Figure 1. Metal 4 (run 1).
Scale: 6 px per um. Supply wires on this layer in grey. Cells faint in the background.
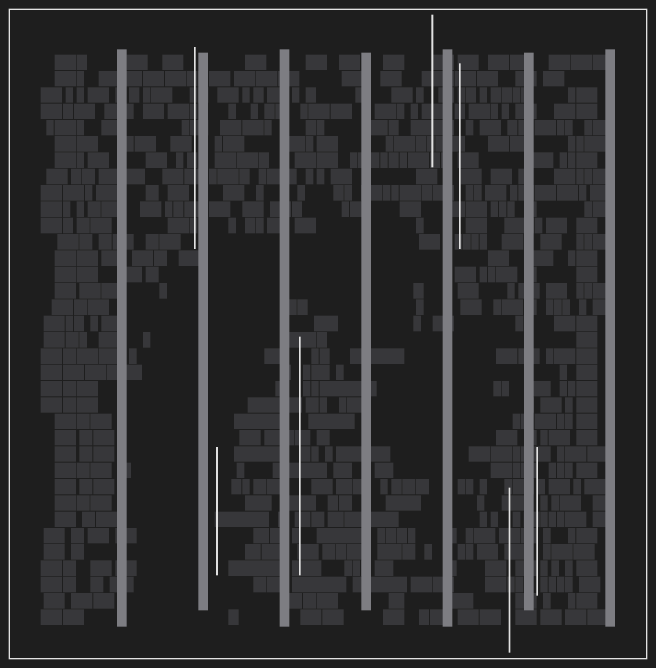
Figure 2. Metal layers overlaid (run 1).
Scale: 4 px per um.
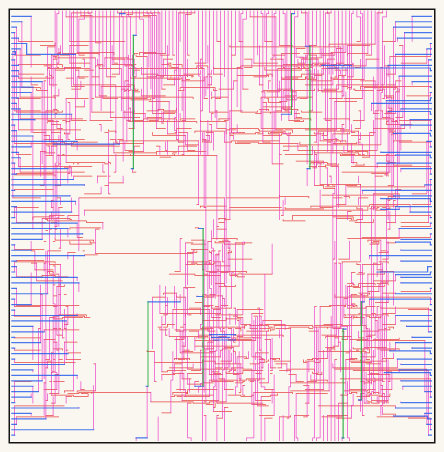
Figure 3. PDN straps and rails (run 1).
Scale: 3 px per um. Pins as bars on the die edge. Tap cells in grey.
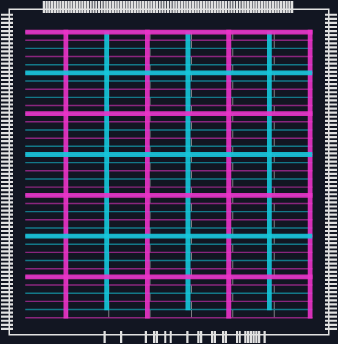
File: config.mk
export PLATFORM = sky130hd
export DESIGN_NAME = mem_arbiter
export DESIGN_NICKNAME = d
export VERILOG_FILES = /design/src/rtl/mem_arbiter.sv
export SDC_FILE = /design/constraint.sdc
export NUM_CORES = 1
export LEC_CHECK = 0
export CAP_MARGIN = 20
export CORE_AREA = 5 5 101 103
export CTS_CLUSTER_DIAMETER = 50
export DETAILED_ROUTE_END_ITERATION = 7
export DIE_AREA = 0 0 106 108
export GPL_TIMING_DRIVEN = 0
export PLACE_DENSITY = 0.71
export SLEW_MARGIN = 0
export SYNTH_ARGS = -nofsm -noshare
export SYNTH_HDL_FRONTEND = slang
export SYNTH_SLANG_ARGS = --single-unit
File: constraint.sdc
create_clock -name CLK -period 4.5 [get_ports CLK]
set_input_delay 0.9 -clock CLK [delete_from_list [all_inputs] [get_ports CLK]]
set_output_delay 0.9 -clock CLK [all_outputs]
set_load 0.03 [all_outputs]
File: src/rtl/mem_arbiter.sv
`default_nettype none
// +--------------------------------------------------------------------------+
// | mem_arbiter: two-requester (fetch / load-store) arbiter onto one memory  |
// | port, round-robin with grant lock and read-response timeout.             |
// | Revision: 1.0                                                            |
// +--------------------------------------------------------------------------+
module mem_arbiter #(
  parameter int ADDR_W  = 32,
  parameter int DATA_W  = 32,
  parameter int TIMEOUT = 16
) (
  input  logic              CLK,
  input  logic              RES,
  input  logic              instr_req,
  input  logic [ADDR_W-1:0] instr_addr,
  output logic              instr_gnt,
  output logic              instr_r_valid,
  output logic [DATA_W-1:0] instr_rdata,
  input  logic              data_req,
  input  logic              data_we,
  input  logic [ADDR_W-1:0] data_addr,
  input  logic [DATA_W-1:0] data_wdata,
  output logic              data_gnt,
  output logic              data_r_valid,
  output logic [DATA_W-1:0] data_rdata,
  output logic              mem_req,
  output logic              mem_we,
  output logic [ADDR_W-1:0] mem_addr,
  output logic [DATA_W-1:0] mem_wdata,
  input  logic              mem_gnt,
  input  logic              mem_r_valid,
  input  logic [DATA_W-1:0] mem_rdata,
  output logic              err_timeout
);

  localparam logic [0:0] c_ST_ARB      = 1'b0;
  localparam logic [0:0] c_ST_WAIT     = 1'b1;
  localparam logic [7:0] c_TMO_LAST    = 8'(TIMEOUT - 1);

  // Requester identity: 0 = instr, 1 = data.
  logic [0:0] r_state, w_state_nxt;
  logic       r_owner, w_owner_nxt;
  logic       r_last,  w_last_nxt;
  logic       r_lock,  w_lock_nxt;
  logic       r_lock_sel, w_lock_sel_nxt;
  logic [7:0] r_cnt,   w_cnt_nxt;

  logic w_any;
  logic w_lock_live;
  logic w_sel;
  logic w_store;
  logic w_tmo;
  logic w_arb_req;
  logic w_wait;

  assign w_any       = instr_req | data_req;
  // A held selection is only honoured while its requester keeps req asserted.
  assign w_lock_live = r_lock & (r_lock_sel ? data_req : instr_req);
  assign w_sel       = w_lock_live ? r_lock_sel :
                       (instr_req & data_req) ? ~r_last : data_req;
  assign w_store     = w_sel & data_we;
  assign w_tmo       = (r_cnt == c_TMO_LAST);
  // Outputs are held quiet while reset is asserted.
  assign w_arb_req   = RES & (r_state == c_ST_ARB) & w_any;
  assign w_wait      = RES & (r_state == c_ST_WAIT);

  always_ff @(posedge CLK or negedge RES) begin
    if (!RES) begin
      r_state    <= c_ST_ARB;
      r_owner    <= 1'b0;
      r_last     <= 1'b1;
      r_lock     <= 1'b0;
      r_lock_sel <= 1'b0;
      r_cnt      <= 8'd0;
    end else begin
      r_state    <= w_state_nxt;
      r_owner    <= w_owner_nxt;
      r_last     <= w_last_nxt;
      r_lock     <= w_lock_nxt;
      r_lock_sel <= w_lock_sel_nxt;
      r_cnt      <= w_cnt_nxt;
    end
  end

  always_comb begin
    w_state_nxt    = r_state;
    w_owner_nxt    = r_owner;
    w_last_nxt     = r_last;
    w_lock_nxt     = 1'b0;
    w_lock_sel_nxt = r_lock_sel;
    w_cnt_nxt      = r_cnt;
    case (r_state)
      c_ST_ARB: begin
        if (w_any) begin
          if (mem_gnt) begin
            w_last_nxt = w_sel;
            if (!w_store) begin
              w_state_nxt = c_ST_WAIT;
              w_owner_nxt = w_sel;
              w_cnt_nxt   = 8'd0;
            end
          end else begin
            w_lock_nxt     = 1'b1;
            w_lock_sel_nxt = w_sel;
          end
        end
      end
      default: begin
        if (mem_r_valid || w_tmo) begin
          w_state_nxt = c_ST_ARB;
        end else begin
          w_cnt_nxt = r_cnt + 8'd1;
        end
      end
    endcase
  end

  always_comb begin
    mem_req       = 1'b0;
    mem_we        = 1'b0;
    mem_addr      = '0;
    mem_wdata     = '0;
    instr_gnt     = 1'b0;
    data_gnt      = 1'b0;
    instr_r_valid = 1'b0;
    instr_rdata   = '0;
    data_r_valid  = 1'b0;
    data_rdata    = '0;
    err_timeout   = 1'b0;
    if (w_arb_req) begin
      mem_req = 1'b1;
      if (w_sel) begin
        mem_we    = data_we;
        mem_addr  = data_addr;
        mem_wdata = data_wdata;
        data_gnt  = mem_gnt;
      end else begin
        mem_addr  = instr_addr;
        instr_gnt = mem_gnt;
      end
    end
    if (w_wait) begin
      // Real data wins over a timeout expiring in the same cycle.
      err_timeout = ~mem_r_valid & w_tmo;
      if (r_owner) begin
        data_r_valid = mem_r_valid | w_tmo;
        data_rdata   = mem_r_valid ? mem_rdata : '0;
      end else begin
        instr_r_valid = mem_r_valid | w_tmo;
        instr_rdata   = mem_r_valid ? mem_rdata : '0;
      end
    end
  end

endmodule
`default_nettype wire
==> notes.md, run 1 <==
flow finished, numbers: Log Warnings=26, P_sw=about 0.00048 W, Synth Net Count=roughly 470, Rows=35, Port Buffers=between 200 and 300, RSZ-0062 raised after global routing=false, # IOs=~270, Total GRT Usage=about a fifth, Least-Margin Pin Slew=between 0.5 and 0.6 ns, share of layout cells above drive strength 1=between 3 and 4%, CTS tree=done, diodes inserted=0, Multi-Input Combinational=291, layout inverter count without the clock tree=3, flip-flops=13, maximum vdd drop=between 0.1 and 0.15 mV, Hold EP=r_last, worst relative slew slack=between 60 and 70%, Cell Type Count=35, Final WS setup=~0.18 ns, Clock Skew=around 0.0031 ns, register share of total power=between 10% and 20%, M3 GR Usage=around 5.5%, Placed Instance Area=4657 um^2, CP Launch Type=input port, outcome=complete, no violations, Crit. path cell count=7, most numerous logic cells after layout=clkdlybuf4s50_1, nand2_1, nor2_1, grt ovf=0, routed wirelength normalized by instance count=roughly 16 um, GR peak layer=met2, Synth area leaders=nand2_1, dfrtp_1, nor2_1, Worst Hold Class=reg2reg, pins over their slew limit=0, Well Taps=111, clock buffer count=4, Leak=1.794 nW, count of library flops with an enable pin=0, Max Cap Viol=0, WS Path Type=in2out, Residual DRC=0, Final HPWL DP=10.23 mm, Top delay family on crit path=buffers and inverters, Max Fclk=231.3 MHz, Crit. Startpoint=data_req, gpl congestion=around 0.9, mux share=1.159%, Syn Inst Count=between 300 and 400, Comb area=around 1400 um^2, clock power share=between 10% and 20%, Synth Seq Share=between 10% and 20%, metal2 WL=just over 6 mm, die area=approximately 11,000 um^2, Data buffer area share=59.17%, CP peak stage delay=around 0.71 ns, flop2flop setup slack=2.56 ns, CP required=approximately 3.6 ns, CTS Hold Bufs=0, final WL=roughly 12 mm, post-CTS setup buffers=0, Fillers=~890, ys cells=roughly 330, GRT met2 Usage=37.02%, CP Data Arrival Time=~3.4 ns, fp util=between 20% and 30%, most instantiated library cell after synthesis=nand2_1, Period Utilization, post-route=between 90% and 100%, first-pass detailed-route iteration total=4, Resized cells post-CTS=4, crit-path max FO=10, # H-tree levels=1, Core Util, Final=about half, worst hold stages=2, pre-CTS setup slack=-0.4489 ns, Top cell excl fill/tap=clkdlybuf4s50_1, Hold Fails Final Rpt=0, Largest logic family=simple AND/OR/NAND/NOR gates, Clock-cell share=less than 1%, reg2reg start=r_cnt[0], CTS Buf Count=3, setup_tns=0 ns, Top cell area share=about a fifth, Yosys warning count=0, Synth Area in Simple Gates=around three fifths, Synth Register Bits=13, via/cell ratio=~4.5, Layout area overhead=156.9%, register area=326.6 um^2
Back to the opening pictures, Figure 1:
wire length on this layer: 201 um
longest straight run: 39.4 um

Back to the opening pictures, Figure 2:
| colour | layer | wire length |
|---|---|---|
| green | M4 | 201 um |
| blue | M3 | 1,120 um |
| magenta | M2 | 6,220 um |
| red | M1 | 4,150 um |

Back to the opening pictures, Figure 3:
| colour | net |
|---|---|
| cyan | VDD |
| magenta | VSS |
tap cells: 111
signal pins: 270

==> run 1: power groups by stage <==
stage	clock (W)	sequential, W	combinational, W
floorplan	0	0.000176	0.000396
global placement	0	0.000182	0.000722
detailed placement	0	0.000186	0.000731
CTS	0.000108	0.000183	0.000734
global route	0.000113	0.000190	0.000786
finish	0.000108	0.000183	0.000732
==> run 1: per-stage QoR <==
stage | hold WS (ns) | cells | power, W
final | 0.4927 | 717 | 0.001023
after global routing | 0.5249 | 717 | 0.001089
after CTS | 0.4947 | 717 | 0.001026
after detailed placement | 0.4864 | 713 | 0.0009162
after global placement | 0.4686 | 713 | 0.0009042
after floorplan | 0.4586 | 334 | 0.0005716
==> run 1: flip-flops by register name, summed over array words and instances (netlist names) <==
signal / count
r_cnt: 8
r_last: 1
r_lock: 1
r_lock_sel: 1
r_owner: 1
r_state: 1
--- run 2 (diff from run 1) ---
--- a/config.mk
+++ b/config.mk
@@ -6,12 +6,16 @@
 export NUM_CORES = 1
 export LEC_CHECK = 0
 export CAP_MARGIN = 20
-export CORE_AREA = 5 5 101 103
+export CELL_PAD_IN_SITES_DETAIL_PLACEMENT = 0
+export CELL_PAD_IN_SITES_GLOBAL_PLACEMENT = 1
+export CORE_AREA = 5 5 154 97
 export CTS_CLUSTER_DIAMETER = 50
+export CTS_CLUSTER_SIZE = 30
 export DETAILED_ROUTE_END_ITERATION = 7
-export DIE_AREA = 0 0 106 108
+export DIE_AREA = 0 0 159 102
 export GPL_TIMING_DRIVEN = 0
-export PLACE_DENSITY = 0.71
+export PLACE_DENSITY_LB_ADDON = 0.1
+export SETUP_SLACK_MARGIN = 0.3
 export SLEW_MARGIN = 0
 export SYNTH_ARGS = -nofsm -noshare
 export SYNTH_HDL_FRONTEND = slang
Figure 4. Metal layers overlaid (run 2).
Scale: 3 px per um.
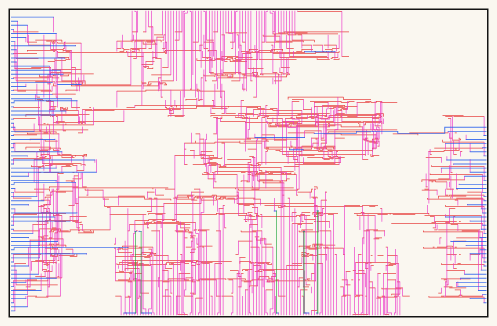
| colour | layer | wire length |
|---|---|---|
| green | M4 | 150 um |
| red | M1 | 4,500 um |
| magenta | M2 | 5,590 um |
| blue | M3 | 1,000 um |

==> run 2 against run 1 <==
Against the previous run: clock-buffer cell count down 1; utilization down 15 points; total power up 6.8%; via count down 4.6%; sequential share of layout area down 0.26 points; design area up 3.9%; register-to-register slack about the same; largest cell class unchanged; highest routed layer unchanged.
==> notes.md, run 2 <==
flow finished, numbers: pre-CTS setup slack=-0.2761 ns, Fillers=1,391, Synth Area in Simple Gates=58.62%, CTS Buf Count=3, M3 GR Usage=under 10%, gpl congestion=~0.79, Inst Count DP=around 780, Multi-Input Combinational=~290, CP peak stage delay=around 0.67 ns, Residual DRC=0, Clock-cell share=1.634%, Well Taps=between 150 and 200, most instantiated library cell after synthesis=nand2_1, flip-flops=13, GR peak layer=met2, Final WS setup=0.4419 ns, Core Util, Final=between 30% and 40%, Period Utilization, post-route=around 90%, worst hold stages=2, fp util=13.76%, setup_tns=0 ns, share of layout cells above drive strength 1=approximately 5.3%, outcome=complete, no violations, Synth Net Count=470, Top delay family on crit path=buffers and inverters, Cell Type Count=35, most numerous logic cells after layout=clkdlybuf4s50_1, nand2_1, nor2_1, Max Fclk=between 200 and 250 MHz, Largest logic family=simple AND/OR/NAND/NOR gates, Synth Seq Share=17.79%, Rows=33, mux share=approximately 1.2%, CTS tree=done, Data buffer area share=around 58%, Largest Register=r_cnt, Synth Register Bits=13, CP required=approximately 3.6 ns, Crit. path cell count=7, maximum vdd drop=about 0.12 mV, Hold EP=r_last, first-pass detailed-route iteration total=5
Figure 5. Sizing map (run 2).
Scale: 2 px per um.
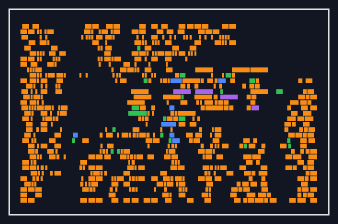
| colour | size | cells | share |
|---|---|---|---|
| green | x2 | 21 | 3.4% |
| purple | x6 and larger | 4 | 0.66% |
| orange | x1 and smaller | 577 | 95% |
| blue | x3 and x4 | 7 | 1.1% |

-- run 2: cell types whose count changed in the layout (fill, tap and decap cells not counted), sizes merged --
cell,previous run,this run
buf,2,5
clkdlybuf4s50,267,254
clkbuf,30,28
dlymetal6s2s,0,13
clkdlybuf4s18,0,1
clkinv,0,1
-- run 2: how the worst max path moves through the flow --
| stage | start | endpoint | slack [ns] |
|---|---|---|---|
| after floorplan | instr_req | mem_addr[10] | 1.33 |
| after global placement | RES | mem_wdata[13] | -0.27 |
| after detailed placement | RES | mem_wdata[15] | -0.28 |
| after CTS | data_req | mem_wdata[5] | 0.27 |
| after global routing | data_req | mem_wdata[18] | 0.31 |
| final | data_req | mem_wdata[18] | 0.44 |
-- run 2: power by group --
part	switching (W)	internal [W]
sequential	0.0000321	0.000152
clock	0.0000521	0.000118
combinational	0.000403	0.000334
--- run 3 (diff from run 2) ---
--- a/config.mk
+++ b/config.mk
@@ -14,7 +14,7 @@
 export DETAILED_ROUTE_END_ITERATION = 7
 export DIE_AREA = 0 0 159 102
 export GPL_TIMING_DRIVEN = 0
-export PLACE_DENSITY_LB_ADDON = 0.1
+export PLACE_DENSITY = 0.95
 export SETUP_SLACK_MARGIN = 0.3
 export SLEW_MARGIN = 0
 export SYNTH_ARGS = -nofsm -noshare
Figure 6. Sizing map (run 3).
Scale: 2 px per um.
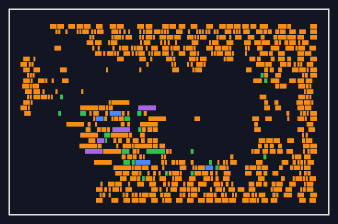
| colour | size | cells | share |
|---|---|---|---|
| blue | x3 and x4 | 4 | 0.66% |
| purple | x6 and larger | 4 | 0.66% |
| orange | x1 and smaller | 577 | 95% |
| green | x2 | 21 | 3.5% |

==> run 3 against run 2 <==
Against the previous run: total power shrank 0.68%; design area shrank 0.94%; sequential share of layout area grew 0.064 points; cell count shrank 0.38%; routed wire length grew 8.0%; non-clock buffer count shrank 3; critical path type unchanged; largest cell class unchanged.
==> notes.md, run 3 <==
flow finished, numbers: outcome=complete, no violations, hold_ws=slightly below 0.5 ns, Final HPWL DP=around 10 mm, pre-CTS setup slack=-0.4117 ns, combinational fraction of design power=a little under 70%, Total GRT Usage=between 10% and 20%, Comb area=~1400 um^2, flop2flop setup slack=between 2 and 3 ns, CP endpoint=mem_addr[22], Synth Seq Share=17.79%, Top cell area share=between 20% and 30%, via/cell ratio=about 4.1, GRT met2 Usage=22.77%, gpl congestion=approximately 0.77, CP peak stage delay=0.71 ns, register area=between 300 and 400 um^2, Max Fclk=roughly 250 MHz, Top delay family on crit path=buffers and inverters, Port Buffers=roughly 270, worst relative slew slack=between 60% and 70%, Largest Register=r_cnt, Worst Hold Class=reg2reg, flip-flops=13, layout inverter count without the clock tree=3, Layout area overhead=164.5%, Well Taps=between 150 and 200, share of layout cells above drive strength 1=approximately 4.8%, Crit. Startpoint=instr_req, Hold EP=r_last, M3 GR Usage=under 10%, CP Launch Type=input port, CTS tree=done, Largest Pwr Group=combinational logic, Max Cap Viol=0, Log Warnings=27, Rows=33
Figure 7. Placement density heat map (run 3).
Scale: 2 px per um. The die is cut into 16 by 10 equal tiles; white is low, dark blue is high, 0 to 100% covered.
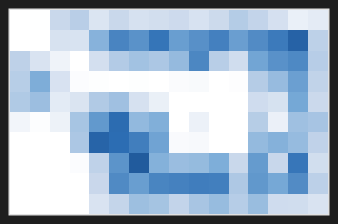
tiles over 75% full: 3.1%
densest ninth of the die: south
emptiest ninth of the die: south-west
nearly empty tiles: 23%
fullest tile: 83%

## run 3: netlist changes by cell type in the layout (fill, tap and decap cells not counted)
| cell | change |
|---|---|
| clkdlybuf4s50_1 | -18 |
| dlygate4sd2_1 | +17 |
| buf_4 | -3 |
| clkdlybuf4s18_2 | -1 |
| dlymetal6s2s_1 | +1 |
| clkbuf_2 | -1 |
| buf_2 | +2 |
## run 3: cells by family (layout without fill, tap and decap cells)
logic type / Yosys count / in the layout / synth area share, %
AND-OR/OR-AND: 45 / 45 / 14.66
AND/OR/NAND/NOR: 242 / 242 / 58.62
adder cells (fa/ha/maj): 1 / 1 / 0.6816
XOR/XNOR: 1 / 1 / 0.4773
buffers and inverters: 30 / 302 / 6.612
multiplexers: 2 / 2 / 1.159
flip-flops: 13 / 13 / 17.79

==> gallery <==
The clock network.
image #1
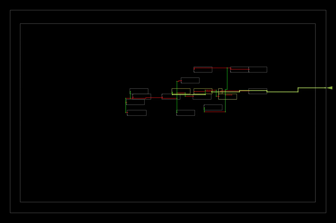
image #2
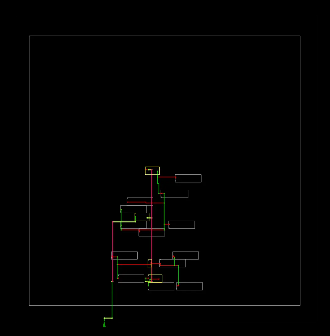
image #3
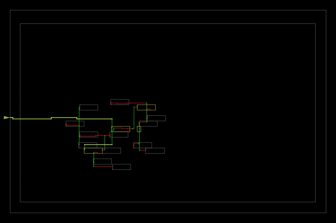
Image #1 is run 2.
Image #2 is run 1.
Image #3 is run 3.

No activity file was given, so power comes from the tool's default toggle rates.
